## src/rtl/cordic_iter.sv

```systemverilog
// cordic_iter -- iterative CORDIC engine, rotation and vectoring modes.
//
// Rotation  (mode=0): in_a = angle (rad)  -> out_a = cos, out_b = sin
// Vectoring (mode=1): in_a = x, in_b = y  -> out_a = magnitude, out_b = angle
// All I/O words are signed Q(WIDTH-FRAC).FRAC.
//
// Ports:
//   sys_clk, sys_rst_n      clock, asynchronous active-low reset
//   in_valid / in_ready     operand handshake (mode, in_a, in_b sampled here)
//   out_valid / out_ready   result handshake (out_a, out_b held until taken)
//
// Sequence: IDLE -> REDUCE (1 + number of 2pi corrections) -> ITER (ITER
// cycles) -> SCALE -> DONE (waits for out_ready) -> IDLE.
module cordic_iter #(
  parameter int WIDTH = 16,
  parameter int FRAC  = 13,
  parameter int ITER  = 13
) (
  input  logic                    sys_clk,
  input  logic                    sys_rst_n,
  input  logic                    in_valid,
  output logic                    in_ready,
  input  logic                    mode,
  input  logic signed [WIDTH-1:0] in_a,
  input  logic signed [WIDTH-1:0] in_b,
  output logic                    out_valid,
  input  logic                    out_ready,
  output logic signed [WIDTH-1:0] out_a,
  output logic signed [WIDTH-1:0] out_b
);

  localparam int XW = WIDTH + 2;   // x/y: headroom for CORDIC gain and negation
  localparam int ZW = WIDTH + 3;   // z: must hold 2pi
  localparam int PW = 2 * XW;      // multiplier product / saturation input
  localparam int SH = 30 - FRAC;   // constants are stored scaled by 2^30
  localparam int CW = 5;

  // Rounded right shift of a 2^30-scaled constant down to FRAC bits.
  function automatic logic signed [ZW-1:0] rnd_const(input logic [63:0] v);
    logic [63:0] r;
    if (SH > 0) r = (v + (64'd1 << (SH - 1))) >> SH;
    else        r = v;
    return ZW'(r);
  endfunction

  // Clamp to the signed WIDTH-bit range.
  function automatic logic signed [WIDTH-1:0] sat(input logic signed [PW-1:0] v);
    logic signed [WIDTH-1:0] r;
    if (!v[PW-1] && (|v[PW-2:WIDTH-1]))       r = {1'b0, {(WIDTH-1){1'b1}}};
    else if (v[PW-1] && !(&v[PW-2:WIDTH-1]))  r = {1'b1, {(WIDTH-1){1'b0}}};
    else                                      r = v[WIDTH-1:0];
    return r;
  endfunction

  function automatic logic signed [PW-1:0] ext_x(input logic signed [XW-1:0] v);
    return {{(PW-XW){v[XW-1]}}, v};
  endfunction

  function automatic logic signed [PW-1:0] ext_z(input logic signed [ZW-1:0] v);
    return {{(PW-ZW){v[ZW-1]}}, v};
  endfunction

  // atan(2^-i) * 2^30, i = 0..15
  localparam logic [31:0] ATAN_RAW [16] = '{
    32'd843314857, 32'd497837829, 32'd263043837, 32'd133525159,
    32'd67021687,  32'd33543516,  32'd16775851,  32'd8388437,
    32'd4194283,   32'd2097149,   32'd1048576,   32'd524288,
    32'd262144,    32'd131072,    32'd65536,     32'd32768
  };

  localparam logic signed [ZW-1:0] PI_C      = rnd_const(64'd3373259426);
  localparam logic signed [ZW-1:0] TWO_PI_C  = rnd_const(64'd6746518852);
  localparam logic signed [ZW-1:0] HALF_PI_C = rnd_const(64'd1686629713);
  localparam logic signed [XW-1:0] K_X       = XW'(rnd_const(64'd652032874));

  logic signed [ZW-1:0] atan_tab [16];
  for (genvar g = 0; g < 16; g++) begin : g_atan
    assign atan_tab[g] = rnd_const({32'd0, ATAN_RAW[g]});
  end

  typedef enum logic [2:0] {S_IDLE, S_REDUCE, S_ITER, S_SCALE, S_DONE} state_t;

  state_t               state_q, state_d;
  logic                 mode_q, mode_d;
  logic                 flip_q, flip_d;
  logic signed [XW-1:0] x_q, x_d;
  logic signed [XW-1:0] y_q, y_d;
  logic signed [ZW-1:0] z_q, z_d;
  logic [CW-1:0]        cnt_q, cnt_d;
  logic                 in_ready_q, in_ready_d;
  logic                 out_valid_q, out_valid_d;
  logic signed [WIDTH-1:0] out_a_q, out_a_d;
  logic signed [WIDTH-1:0] out_b_q, out_b_d;

  logic                 d_pos;
  logic signed [XW-1:0] x_sh, y_sh, xs, ys;
  logic signed [PW-1:0] prod, prod_sh;

  always_comb begin
    state_d     = state_q;
    mode_d      = mode_q;
    flip_d      = flip_q;
    x_d         = x_q;
    y_d         = y_q;
    z_d         = z_q;
    cnt_d       = cnt_q;
    in_ready_d  = in_ready_q;
    out_valid_d = out_valid_q;
    out_a_d     = out_a_q;
    out_b_d     = out_b_q;
    d_pos       = 1'b0;
    x_sh        = '0;
    y_sh        = '0;
    xs          = '0;
    ys          = '0;
    prod        = '0;
    prod_sh     = '0;

    case (state_q)
      S_IDLE: begin
        if (in_valid && in_ready_q) begin
          mode_d     = mode;
          x_d        = {{2{in_a[WIDTH-1]}}, in_a};
          y_d        = {{2{in_b[WIDTH-1]}}, in_b};
          z_d        = {{3{in_a[WIDTH-1]}}, in_a};
          flip_d     = 1'b0;
          cnt_d      = '0;
          in_ready_d = 1'b0;
          state_d    = S_REDUCE;
        end
      end

      S_REDUCE: begin
        if (!mode_q) begin
          // One 2pi correction per cycle; once in [-pi, pi] fold into
          // [-pi/2, pi/2] (CORDIC convergence range) and remember to negate.
          if (z_q > PI_C) begin
            z_d = z_q - TWO_PI_C;
          end else if (z_q < -PI_C) begin
            z_d = z_q + TWO_PI_C;
          end else begin
            if (z_q > HALF_PI_C) begin
              z_d    = z_q - PI_C;
              flip_d = 1'b1;
            end else if (z_q < -HALF_PI_C) begin
              z_d    = z_q + PI_C;
              flip_d = 1'b1;
            end
            x_d     = K_X;
            y_d     = '0;
            cnt_d   = '0;
            state_d = S_ITER;
          end
        end else begin
          // Left half-plane: rotate by pi so x >= 0; the sign of the
          // original y picks which way round pi is pre-loaded.
          if (x_q[XW-1]) begin
            x_d = -x_q;
            y_d = -y_q;
            z_d = y_q[XW-1] ? -PI_C : PI_C;
          end else begin
            z_d = '0;
          end
          cnt_d   = '0;
          state_d = S_ITER;
        end
      end

      S_ITER: begin
        d_pos = mode_q ? y_q[XW-1] : ~z_q[ZW-1];
        x_sh  = x_q >>> cnt_q;
        y_sh  = y_q >>> cnt_q;
        if (d_pos) begin
          x_d = x_q - y_sh;
          y_d = y_q + x_sh;
          z_d = z_q - atan_tab[cnt_q[3:0]];
        end else begin
          x_d = x_q + y_sh;
          y_d = y_q - x_sh;
          z_d = z_q + atan_tab[cnt_q[3:0]];
        end
        if (cnt_q == CW'(ITER - 1)) state_d = S_SCALE;
        else                        cnt_d   = cnt_q + 1'b1;
      end

      S_SCALE: begin
        if (!mode_q) begin
          xs      = flip_q ? -x_q : x_q;
          ys      = flip_q ? -y_q : y_q;
          out_a_d = sat(ext_x(xs));
          out_b_d = sat(ext_x(ys));
        end else begin
          // Remove the CORDIC gain; product is truncated, not rounded.
          prod    = x_q * K_X;
          prod_sh = prod >>> FRAC;
          out_a_d = sat(prod_sh);
          out_b_d = sat(ext_z(z_q));
        end
        out_valid_d = 1'b1;
        state_d     = S_DONE;
      end

      S_DONE: begin
        if (out_ready) begin
          out_valid_d = 1'b0;
          in_ready_d  = 1'b1;
          state_d     = S_IDLE;
        end
      end

      default: begin
        state_d     = S_IDLE;
        in_ready_d  = 1'b1;
        out_valid_d = 1'b0;
      end
    endcase
  end

  always_ff @(posedge sys_clk or negedge sys_rst_n) begin
    if (!sys_rst_n) begin
      state_q     <= S_IDLE;
      mode_q      <= 1'b0;
      flip_q      <= 1'b0;
      x_q         <= '0;
      y_q         <= '0;
      z_q         <= '0;
      cnt_q       <= '0;
      in_ready_q  <= 1'b1;
      out_valid_q <= 1'b0;
      out_a_q     <= '0;
      out_b_q     <= '0;
    end else begin
      state_q     <= state_d;
      mode_q      <= mode_d;
      flip_q      <= flip_d;
      x_q         <= x_d;
      y_q         <= y_d;
      z_q         <= z_d;
      cnt_q       <= cnt_d;
      in_ready_q  <= in_ready_d;
      out_valid_q <= out_valid_d;
      out_a_q     <= out_a_d;
      out_b_q     <= out_b_d;
    end
  end

  assign in_ready  = in_ready_q;
  assign out_valid = out_valid_q;
  assign out_a     = out_a_q;
  assign out_b     = out_b_q;

endmodule

```

## config.mk

```make
export PLATFORM = sky130hd
export DESIGN_NAME = cordic_iter
export DESIGN_NICKNAME = d
export VERILOG_FILES = /design/src/rtl/cordic_iter.sv
export SDC_FILE = /design/constraint.sdc
export NUM_CORES = 1
export LEC_CHECK = 0
export CAP_MARGIN = 20
export CORE_MARGIN = 3
export CORE_UTILIZATION = 35
export DETAILED_ROUTE_END_ITERATION = 8
export PLACE_DENSITY = 0.49
export SLEW_MARGIN = 20
export SYNTH_ARGS = -nofsm -noshare
export SYNTH_HDL_FRONTEND = slang
export SYNTH_SLANG_ARGS = --single-unit
export TNS_END_PERCENT = 20
```

## constraint.sdc

```tcl
create_clock -name sys_clk -period 15.8 [get_ports sys_clk]
set_input_delay 3.16 -clock sys_clk [delete_from_list [all_inputs] [get_ports sys_clk]]
set_output_delay 3.16 -clock sys_clk [all_outputs]
set_load 0.005 [all_outputs]
```

Run 1, cell area per tile:
Drawn at 1.5 px/um. 23 x 23 tiles, from black (low) to pale yellow (high), 0 to 100% covered.
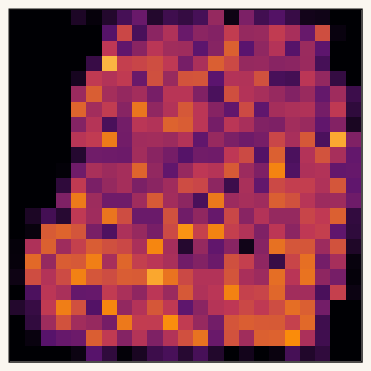
fullest tile	84%
emptiest ninth of the die	upper left
nearly empty tiles	16%
tiles over 75% full	0.90%
mean over tiles	35%
CORE AREA: 0.0514 mm^2
fp_density: 35.5%
fin util: 38.4%

Run 1, placed cells, one colour a class:
Drawn at 1 px/um.
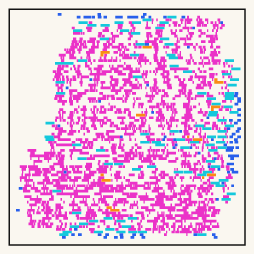
colour	class	cells
cyan	flops	99
blue	other buffers and delay cells	100
magenta	combinational and other logic	2043
orange	clock drivers and dummy loads	16

Run 1, wiring by layer:
Drawn at 1 px/um.
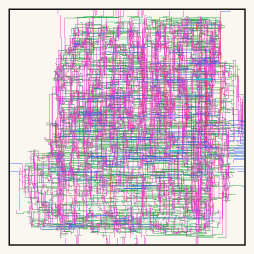
colour	layer	wire length
green	metal 1	31.4 mm
cyan	metal 5	26.7 um
red	metal 4	994 um
magenta	metal 2	30.1 mm
blue	metal 3	3940 um
WL/cell: 22.6 um
vias after detailed routing: 17100
DRT Wirelength: 66500 um
Tot GR Track Use: 24.5%

Run 1, clock wiring as the flow saved it:
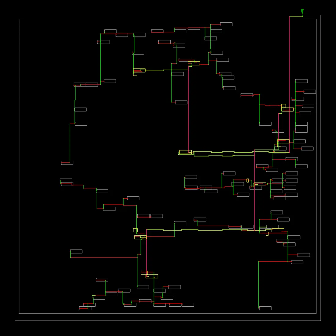
worst clock skew: 21.8 ps

==> impl_metrics.json, run 1 <==
{
  "synth_top_area_share_pct": 13.5,
  "routabilityCongestion": 0.903,
  "fin_nets": 2593,
  "required_ps": 16090,
  "clkSlewWorstSetupHoldPaths_ps": 80,
  "drive_above_1_share_pct": 5.93,
  "die_h_um": 234,
  "synthCells": 2275,
  "synth_area_per_cell_um2": 8.01,
  "h-tree-depth": 3,
  "cts_hold_buffers": 0,
  "final_cells": 2938,
  "warning_count": 59,
  "yosys.stat.seqShare_pct": 13.6,
  "synth_cell_type_count": 89,
  "clk_path_buf_depth": 2,
  "fp.dieW_um": 234,
  "hold_violations": 0,
  "hold_path.class": "reg -> reg",
  "status": "finished, final reports clean",
  "synth-main-ff-cell": "dfrtp_1",
  "startpoint": "x_q[7]$_DFFE_PN0P_",
  "detail-route-antenna-nets": 0,
  "fp_nets": 2615,
  "cap_violations": 0,
  "seq_area_mm2": 0.00248,
  "grt_busiest_layer": "met2",
  "place_hpwl_um": 51900,
  "r2r_start": "x_q[7]$_DFFE_PN0P_",
  "min_to": "out_b[15]$_DFFE_PN0P_",
  "arrival_ps": 7960,
  "yosys_cells": 2275,
  "period_used_pct": 48.6,
  "crit_fanout": 14
}
==> run 1: registers in the layout (all words and copies together), names as in the netlist <==
register,count
cnt_q,5
flip_q,1
in_ready,1
mode_q,1
out_a,16
out_b,16
out_valid,1
state_q,3
x_q,18
y_q,18
z_q,19
==> run 1: metrics by stage <==
step	hold slack (ps)	worst slack, ps
6_report	496	8130
3_3_place_gp	462	8340
2_1_floorplan	473	8620
5_1_grt	516	7630
3_5_place_dp	483	8250
4_1_cts	501	8200
==> run 1: final cells by class <==
cell class	instances	area share, %
multi-input combinational	1795	72.3
sequential	99	12.6
inverter	248	4.71
timing repair buffer	100	4.69
tap	680	4.31
clock buffer	11	1.23
clock inverter	5	0.190
## Run 2: what changed since run 1
==> constraint.sdc (replaced) <==
create_clock -name sys_clk -period 7.66 [get_ports sys_clk]
set_input_delay 1.532 -clock sys_clk [delete_from_list [all_inputs] [get_ports sys_clk]]
set_output_delay 1.532 -clock sys_clk [all_outputs]
set_load 0.005 [all_outputs]
==> impl_metrics.json, run 2 <==
{
  "comb_share_pct": 71.7,
  "core_util_floorplan_pct": 35.5,
  "seq_area_mm2": 0.00248,
  "comb.multi_input.count": 1795,
  "drive_above_1_share_pct": 6.81,
  "taps": 680,
  "clock_area_share_pct": 1.60,
  "track_usage_pct": 24.5,
  "period_used_pct": 94.1,
  "place_ws_ps": 261,
  "required_ps": 8000,
  "routabilityCongestion": 0.902,
  "yosys.stat.seqShare_pct": 13.6,
  "inverters": 248,
  "fin_util_pct": 38.9,
  "arrival_ps": 7540,
  "whs_ps": 492,
  "clkSlewWorstSetupHoldPaths_ps": 80,
  "cap_violations": 0,
  "sh_seq_area_pct": 12.4,
  "place_hpwl_um": 52000,
  "h-tree-depth": 3,
  "largest-register": "z_q",
  "grt_busiest_layer": "met2",
  "status": "finished, final reports clean",
  "nNonClkBuffers": 117,
  "drt_wl_total_um": 66600,
  "hold_path.class": "reg -> reg",
  "fin_nets": 2610,
  "synth-main-ff-cell": "dfrtp_1",
  "final_cells": 2956,
  "cts_hold_buffers": 0,
  "hold_violations": 0
}
run 2: cell counts after synthesis:
No cell type changed its count.
run 2: worst paths after layout:
check	from	endpoint	slack (ps)	cells after the start
max	x_q[5]$_DFFE_PN0P_	out_a[2]$_DFFE_PN0P_	450	23
max in group asynchronous	sys_rst_n	cnt_q[1]$_DFFE_PN0P_	5210	2
min reg2reg	out_b[15]$_DFFE_PN0P_	out_b[15]$_DFFE_PN0P_	490	2
max reg2reg	x_q[5]$_DFFE_PN0P_	out_a[2]$_DFFE_PN0P_	450	23
min	out_b[15]$_DFFE_PN0P_	out_b[15]$_DFFE_PN0P_	490	2
min in group asynchronous	sys_rst_n	out_valid$_DFFE_PN0P_	1270	1
Run 2, cell area per tile:
Drawn at 1.5 px/um. 23 x 23 tiles, from black (low) to pale yellow (high), 0 to 100% covered.
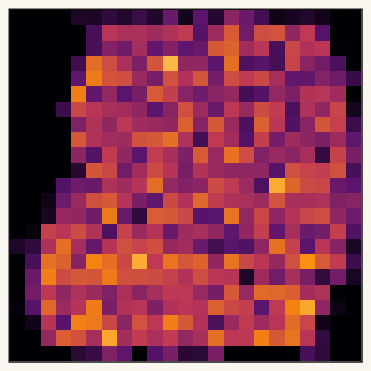
tiles over 75% full	1.1%
emptiest ninth of the die	upper left
mean over tiles	35%
fullest tile	85%
nearly empty tiles	17%

Run 2, clock wiring as the flow saved it:
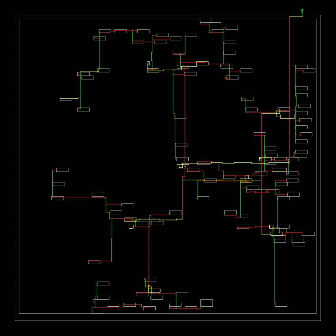
worst clock skew: 16.4 ps
CTS Buf Count: 9
flip-flop and latch count: 99
CTS sink count: 99

